===== src/rtl/board_mem_arbiter_if.sv =====
// Signal bundle for board_mem_arbiter: clear control, game-write and read requesters,
// and the single shared board memory port.
interface board_mem_arbiter_if #(
    parameter int COL_BITS = 6
);
    logic                clear_req;
    logic                clear_busy;
    logic                clear_done;

    logic                wr_req;
    logic [2:0]          wr_addr;
    logic [COL_BITS-1:0] wr_onoff;
    logic [COL_BITS-1:0] wr_player;
    logic                wr_gnt;

    logic                rd_req;
    logic [2:0]          rd_addr;
    logic                rd_gnt;
    logic                rd_valid;
    logic [COL_BITS-1:0] rd_onoff;
    logic [COL_BITS-1:0] rd_player;

    logic [2:0]          mem_addr;
    logic                mem_we;
    logic [COL_BITS-1:0] mem_wdata_onoff;
    logic [COL_BITS-1:0] mem_wdata_player;
    logic [COL_BITS-1:0] mem_rdata_onoff;
    logic [COL_BITS-1:0] mem_rdata_player;

    logic                addr_err;

    // Requesters plus the memory's read-data return path.
    modport master (
        output clear_req, wr_req, wr_addr, wr_onoff, wr_player, rd_req, rd_addr,
               mem_rdata_onoff, mem_rdata_player,
        input  clear_busy, clear_done, wr_gnt, rd_gnt, rd_valid, rd_onoff, rd_player,
               mem_addr, mem_we, mem_wdata_onoff, mem_wdata_player, addr_err
    );

    modport slave (
        input  clear_req, wr_req, wr_addr, wr_onoff, wr_player, rd_req, rd_addr,
               mem_rdata_onoff, mem_rdata_player,
        output clear_busy, clear_done, wr_gnt, rd_gnt, rd_valid, rd_onoff, rd_player,
               mem_addr, mem_we, mem_wdata_onoff, mem_wdata_player, addr_err
    );
endinterface


===== src/rtl/board_mem_arbiter.sv =====
// Shares one board memory port between a clear sweep, a game writer and a reader.
// Define ARB_READ_FAIR_EN to stop a continuously writing requester from starving the reader.
module board_mem_arbiter #(
    parameter int NUM_COLS = 7,
    parameter int COL_BITS = 6
) (
    input logic                clk,
    input logic                reset,
    board_mem_arbiter_if.slave bus
);
    typedef enum logic [1:0] {IDLE, CLEAR, DONE} state_t;

    localparam logic [2:0]          LAST_COL  = 3'(NUM_COLS - 1);
    localparam logic [3:0]          COL_LIMIT = 4'(NUM_COLS);
    localparam logic [COL_BITS-1:0] ZERO      = '0;

    state_t     state;
    logic [2:0] col_cnt;
    logic       busy_q;
    logic       done_q;
    logic       arb_open;
    logic       rd_wins;
    logic       wr_win;
    logic       rd_win;
    logic       wr_oob;
    logic       rd_oob;
    logic       rd_valid_q;
    logic       rd_oob_q;
    logic       addr_err_q;

    always_ff @(posedge clk or posedge reset) begin
        if (reset) begin
            state   <= IDLE;
            col_cnt <= 3'd0;
            busy_q  <= 1'b0;
            done_q  <= 1'b0;
        end else begin
            case (state)
                IDLE: begin
                    if (bus.clear_req) begin
                        state   <= CLEAR;
                        col_cnt <= 3'd0;
                        busy_q  <= 1'b1;
                    end
                end
                CLEAR: begin
                    col_cnt <= col_cnt + 3'd1;
                    if (col_cnt == LAST_COL) begin
                        state  <= DONE;
                        done_q <= 1'b1;
                    end
                end
                DONE: begin
                    state  <= IDLE;
                    busy_q <= 1'b0;
                    done_q <= 1'b0;
                end
                default: state <= IDLE;
            endcase
        end
    end

    // A clear request in IDLE takes the cycle, so arbitration only opens without one.
    assign arb_open = !reset && (state == IDLE) && !bus.clear_req;
    assign wr_oob   = {1'b0, bus.wr_addr} >= COL_LIMIT;
    assign rd_oob   = {1'b0, bus.rd_addr} >= COL_LIMIT;

`ifdef ARB_READ_FAIR_EN
    logic [1:0] starve_cnt;

    assign rd_wins = bus.rd_req && (!bus.wr_req || (starve_cnt == 2'd2));

    always_ff @(posedge clk or posedge reset) begin
        if (reset) begin
            starve_cnt <= 2'd0;
        end else if (!bus.rd_req || rd_win) begin
            starve_cnt <= 2'd0;
        end else if (wr_win && (starve_cnt != 2'd2)) begin
            starve_cnt <= starve_cnt + 2'd1;
        end
    end
`else
    assign rd_wins = bus.rd_req && !bus.wr_req;
`endif

    assign wr_win = arb_open && bus.wr_req && !rd_wins;
    assign rd_win = arb_open && rd_wins;

    always_comb begin
        bus.mem_addr         = 3'd0;
        bus.mem_we           = 1'b0;
        bus.mem_wdata_onoff  = ZERO;
        bus.mem_wdata_player = ZERO;
        if (state == CLEAR) begin
            bus.mem_addr = col_cnt;
            bus.mem_we   = 1'b1;
        end else if (wr_win) begin
            bus.mem_addr         = bus.wr_addr;
            bus.mem_we           = !wr_oob;
            bus.mem_wdata_onoff  = bus.wr_onoff;
            bus.mem_wdata_player = bus.wr_player;
        end else if (rd_win) begin
            bus.mem_addr = bus.rd_addr;
        end
    end

    // Memory read data lands one cycle after the grant; out-of-range reads return zero.
    always_ff @(posedge clk or posedge reset) begin
        if (reset) begin
            rd_valid_q <= 1'b0;
            rd_oob_q   <= 1'b0;
            addr_err_q <= 1'b0;
        end else begin
            rd_valid_q <= rd_win;
            rd_oob_q   <= rd_win && rd_oob;
            addr_err_q <= (wr_win && wr_oob) || (rd_win && rd_oob);
        end
    end

    assign bus.clear_busy = busy_q;
    assign bus.clear_done = done_q;
    assign bus.wr_gnt     = wr_win;
    assign bus.rd_gnt     = rd_win;
    assign bus.rd_valid   = rd_valid_q;
    assign bus.rd_onoff   = (rd_valid_q && !rd_oob_q) ? bus.mem_rdata_onoff : ZERO;
    assign bus.rd_player  = (rd_valid_q && !rd_oob_q) ? bus.mem_rdata_player : ZERO;
    assign bus.addr_err   = addr_err_q;
endmodule


===== src/flat_wrapper.sv =====
// flat-port wrapper written by rule: the top's interface ports become plain ports
module board_mem_arbiter_flat 
#(
    parameter int NUM_COLS = 7,
    parameter int COL_BITS = 6
)
  (clk, reset, bus_clear_req, bus_wr_req, bus_wr_addr, bus_wr_onoff, bus_wr_player, bus_rd_req, bus_rd_addr, bus_mem_rdata_onoff, bus_mem_rdata_player, bus_clear_busy, bus_clear_done, bus_wr_gnt, bus_rd_gnt, bus_rd_valid, bus_rd_onoff, bus_rd_player, bus_mem_addr, bus_mem_we, bus_mem_wdata_onoff, bus_mem_wdata_player, bus_addr_err);
  board_mem_arbiter_if #(.COL_BITS(COL_BITS)) bus_i ();
  input logic clk;
  input logic reset;
  input wire logic [$bits(bus_i.clear_req)-1:0] bus_clear_req;
  input wire logic [$bits(bus_i.wr_req)-1:0] bus_wr_req;
  input wire logic [$bits(bus_i.wr_addr)-1:0] bus_wr_addr;
  input wire logic [$bits(bus_i.wr_onoff)-1:0] bus_wr_onoff;
  input wire logic [$bits(bus_i.wr_player)-1:0] bus_wr_player;
  input wire logic [$bits(bus_i.rd_req)-1:0] bus_rd_req;
  input wire logic [$bits(bus_i.rd_addr)-1:0] bus_rd_addr;
  input wire logic [$bits(bus_i.mem_rdata_onoff)-1:0] bus_mem_rdata_onoff;
  input wire logic [$bits(bus_i.mem_rdata_player)-1:0] bus_mem_rdata_player;
  output wire logic [$bits(bus_i.clear_busy)-1:0] bus_clear_busy;
  output wire logic [$bits(bus_i.clear_done)-1:0] bus_clear_done;
  output wire logic [$bits(bus_i.wr_gnt)-1:0] bus_wr_gnt;
  output wire logic [$bits(bus_i.rd_gnt)-1:0] bus_rd_gnt;
  output wire logic [$bits(bus_i.rd_valid)-1:0] bus_rd_valid;
  output wire logic [$bits(bus_i.rd_onoff)-1:0] bus_rd_onoff;
  output wire logic [$bits(bus_i.rd_player)-1:0] bus_rd_player;
  output wire logic [$bits(bus_i.mem_addr)-1:0] bus_mem_addr;
  output wire logic [$bits(bus_i.mem_we)-1:0] bus_mem_we;
  output wire logic [$bits(bus_i.mem_wdata_onoff)-1:0] bus_mem_wdata_onoff;
  output wire logic [$bits(bus_i.mem_wdata_player)-1:0] bus_mem_wdata_player;
  output wire logic [$bits(bus_i.addr_err)-1:0] bus_addr_err;
  assign bus_i.clear_req = bus_clear_req;
  assign bus_i.wr_req = bus_wr_req;
  assign bus_i.wr_addr = bus_wr_addr;
  assign bus_i.wr_onoff = bus_wr_onoff;
  assign bus_i.wr_player = bus_wr_player;
  assign bus_i.rd_req = bus_rd_req;
  assign bus_i.rd_addr = bus_rd_addr;
  assign bus_i.mem_rdata_onoff = bus_mem_rdata_onoff;
  assign bus_i.mem_rdata_player = bus_mem_rdata_player;
  assign bus_clear_busy = bus_i.clear_busy;
  assign bus_clear_done = bus_i.clear_done;
  assign bus_wr_gnt = bus_i.wr_gnt;
  assign bus_rd_gnt = bus_i.rd_gnt;
  assign bus_rd_valid = bus_i.rd_valid;
  assign bus_rd_onoff = bus_i.rd_onoff;
  assign bus_rd_player = bus_i.rd_player;
  assign bus_mem_addr = bus_i.mem_addr;
  assign bus_mem_we = bus_i.mem_we;
  assign bus_mem_wdata_onoff = bus_i.mem_wdata_onoff;
  assign bus_mem_wdata_player = bus_i.mem_wdata_player;
  assign bus_addr_err = bus_i.addr_err;
  board_mem_arbiter #(.NUM_COLS(NUM_COLS), .COL_BITS(COL_BITS)) u_core (.clk(clk), .reset(reset), .bus(bus_i));
endmodule

===== config.mk =====
export PLATFORM = sky130hd
export DESIGN_NAME = board_mem_arbiter_flat
export DESIGN_NICKNAME = d
export VERILOG_FILES = /design/src/rtl/board_mem_arbiter_if.sv /design/src/rtl/board_mem_arbiter.sv /design/src/flat_wrapper.sv
export SDC_FILE = /design/constraint.sdc
export NUM_CORES = 1
export LEC_CHECK = 0
export CORE_ASPECT_RATIO = 1.2
export CORE_MARGIN = 2
export CORE_UTILIZATION = 28
export CTS_BUF_LIST = sky130_fd_sc_hd__clkbuf_4 sky130_fd_sc_hd__clkbuf_8 sky130_fd_sc_hd__clkbuf_16
export CTS_CLUSTER_SIZE = 25
export DETAILED_ROUTE_END_ITERATION = 7
export MAX_ROUTING_LAYER = met4
export PLACE_DENSITY_LB_ADDON = 0.08
export SLEW_MARGIN = 25
export SYNTH_ARGS = -nofsm -noshare
export SYNTH_HDL_FRONTEND = slang
export SYNTH_SLANG_ARGS = --single-unit

===== constraint.sdc =====
create_clock -name clk -period 1.9 [get_ports clk]
set_input_delay 0.38 -clock clk [delete_from_list [all_inputs] [get_ports clk]]
set_output_delay 0.38 -clock clk [all_outputs]
set_load 0.01 [all_outputs]

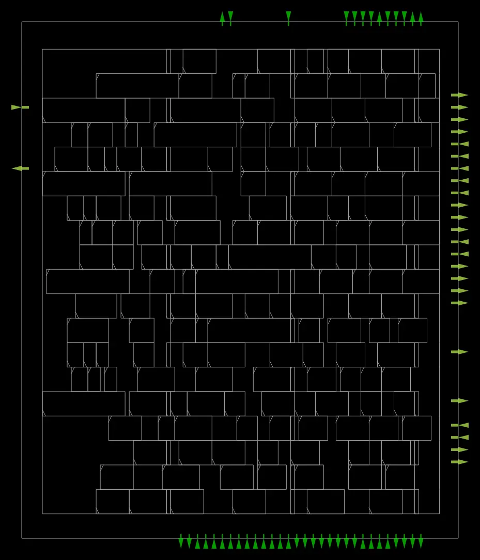
Run 1: placement view
Post-Layout Cell Count: 197
Final Core Density: 70.39%
Tapcells: 31

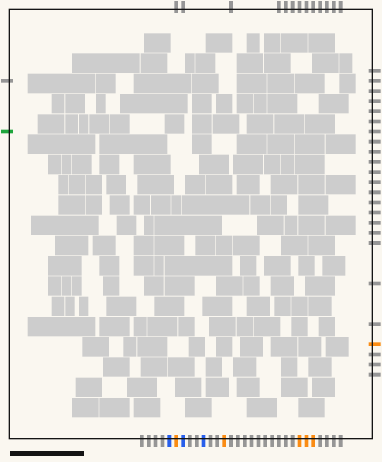
Run 1: pin placement
The bar under the picture is 10 µm long. Pins as bars across the die edge, other pins in grey.
| colour | port | pins | direction | edge |
|---|---|---|---|---|
| orange | `bus_mem_rdata_onoff` | 6 | input | 5 bottom, 1 right |
| blue | `bus_wr_addr` | 3 | input | bottom |
| green | `bus_clear_busy` | 1 | output | left |
all pins by edge: 30 bottom, 24 right, 13 top, 2 left

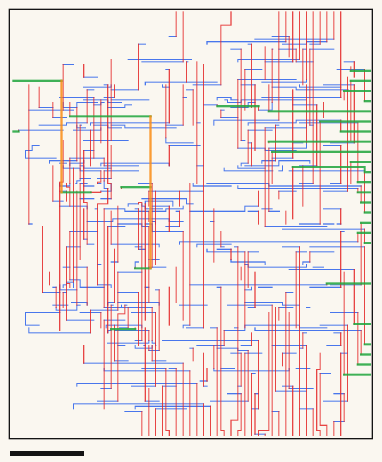
Run 1: wiring by layer
The bar under the picture is 10 µm long.
| colour | layer | wire length |
|---|---|---|
| blue | M1 | 1100 µm |
| orange | M4 | 35.4 µm |
| green | M3 | 133 µm |
| red | M2 | 1460 µm |

==> flow_summary.ini <==
; generated from flow reports
[setup_path]
r2r_end = u_core.bus.addr_err$_DFF_PP0_
critical_path_class = reg2out
crit_buf_inv = 4
worst_ep_arrival_time_ns = 1.69
crit_chain = nor4_4 -> buf_4 -> nand3b_1 -> inv_2 -> buf_4 -> a221o_2 -> buf_6
cp-end-kind = output port
startpoint = u_core.state[0]$_DFFE_PP0P_
ff2ff_setup_slack_ns = 0.63
crit_top_cell = buf_4
path_max_fanout = 4

[yosys]
netlist_instances = 76
synth_area_um2 = 666.9
ys_seq_share_pct = 37.52
syn_nets = 113

[timing]
rsz0062_at_grt = yes
relSlewSlack_pct = 73.74
fin_ws_ns = -0.1676
finalSetupViolCount = 7
final_max_slew_viol_count = 0

[routing]
drtIter0Drc = 9
drt-pass1-iter-count = 4
wl_um = 2728

[floorplan]
die-area_mm2 = 0.002790
die_w_um = 48.55
fp_util_pct = 29.22

[status]
status = finished, violations left
failed_checks = negative setup slack

[global_route]
first_global_vias = 893

[pwr]
p_per_area_mw_per_mm2 = 774.5

[final_layout]
nNetsFinal = 204
run 1: sequential cells by signal (all words and copies together), names as in the netlist:
register	cells
u_core.rd_oob_q	1
u_core.bus.clear_busy	1
u_core.col_cnt	3
u_core.bus.rd_valid	1
u_core.bus.clear_done	1
u_core.state	2
u_core.bus.addr_err	1
run 1: synth_stat cells, drive strengths merged:
cell type | instances | area share, %
nand3b | 1 | 1.1
nand2 | 5 | 2.8
nand3 | 2 | 1.5
nor2 | 3 | 1.7
ha | 2 | 3.8
dfrtp | 10 | 38
o21bai | 1 | 1.1
nor4 | 1 | 3.2
nor2b | 2 | 1.9
a21o | 2 | 2.3
a21oi | 2 | 1.5
nand2b | 1 | 0.94
o22ai | 1 | 0.94
clkbuf | 3 | 1.9
a31oi | 1 | 0.94
a221o | 3 | 5.1
and2 | 14 | 13
and3 | 13 | 12
inv | 5 | 2.8
o21ai | 3 | 2.3
mux2i | 1 | 1.5
run 1: layer usage:
metal | routed length [µm] | global-route usage (%) | up-vias
met2 | 1459 | 35.12 | 33
met3 | 133 | 2.880 | 5
met4 | 35 | 6.122 | 0
met1 | 1100 | 22.99 | 405
li1 | - | - | 444
met5 | 0 | - | -
run 1: logic make-up (layout without fill, tap and decap cells):
| family | Yosys count | count (layout) | share of synthesized area (%) |
|---|---|---|---|
| DFF | 10 | 10 | 37.52 |
| buffers and inverters | 8 | 98 | 4.689 |
| muxes | 1 | 1 | 1.501 |
| and+or+nand+nor | 42 | 42 | 38.46 |
| AOI/OAI and AO/OA | 13 | 13 | 14.07 |
| adders and majority gates | 2 | 2 | 3.752 |
run 1: per-stage QoR:
step | power (mW) | cell area, µm² | worst slack [ns] | hold slack (ns) | util (%)
final | 1.244 | 1607 | -0.1676 | 0.2248 | 70.39
after global routing | 1.329 | 1607 | -0.2438 | 0.3045 | 70.39
after CTS | 1.212 | 1523 | -0.1978 | 0.2899 | 66.72
after detailed placement | 0.9696 | 1456 | -0.6749 | 0.4706 | 63.82
after global placement | 0.9554 | 1456 | -0.6193 | 0.4621 | 63.82
after floorplan | 0.6207 | 666.9 | 0.3155 | 0.2202 | -
run 1: worst max-delay path by stage:
| stage | end | slack [ns] | cells past startpoint |
|---|---|---|---|
| floorplan | bus_mem_addr[0] | 0.32 | 4 |
| global placement | bus_mem_addr[1] | -0.62 | 6 |
| detailed placement | bus_mem_addr[1] | -0.67 | 6 |
| CTS | bus_mem_addr[1] | -0.20 | 7 |
| global route | bus_mem_addr[0] | -0.24 | 7 |
| finish | bus_mem_addr[1] | -0.17 | 7 |
run 1: where the power goes:
group	switching, mW	internal, mW
logic	0.276	0.432
registers	0.0572	0.281
clock network	0.0815	0.117
total	0.415	0.829
run 1: repair_timing:
item,in CTS,in global routing
setup buffers,9,2
cloned,1,0
gates resized,95,21
endpoints found under the setup margin,30,18
pin swaps,4,1
run 1: area by class of cell:
type                    count  area (µm²)  area share (%)
clock buffers               4       36.28           2.259
repair buffers             89       834.6           51.95
multi-input cells          58       427.9           26.64
inverters                   5       18.77           1.168
flip-flops and latches     10       250.2           15.58
well taps                  31       38.79           2.414
Power figures rest on the tool's default switching activity, not on a simulated workload.
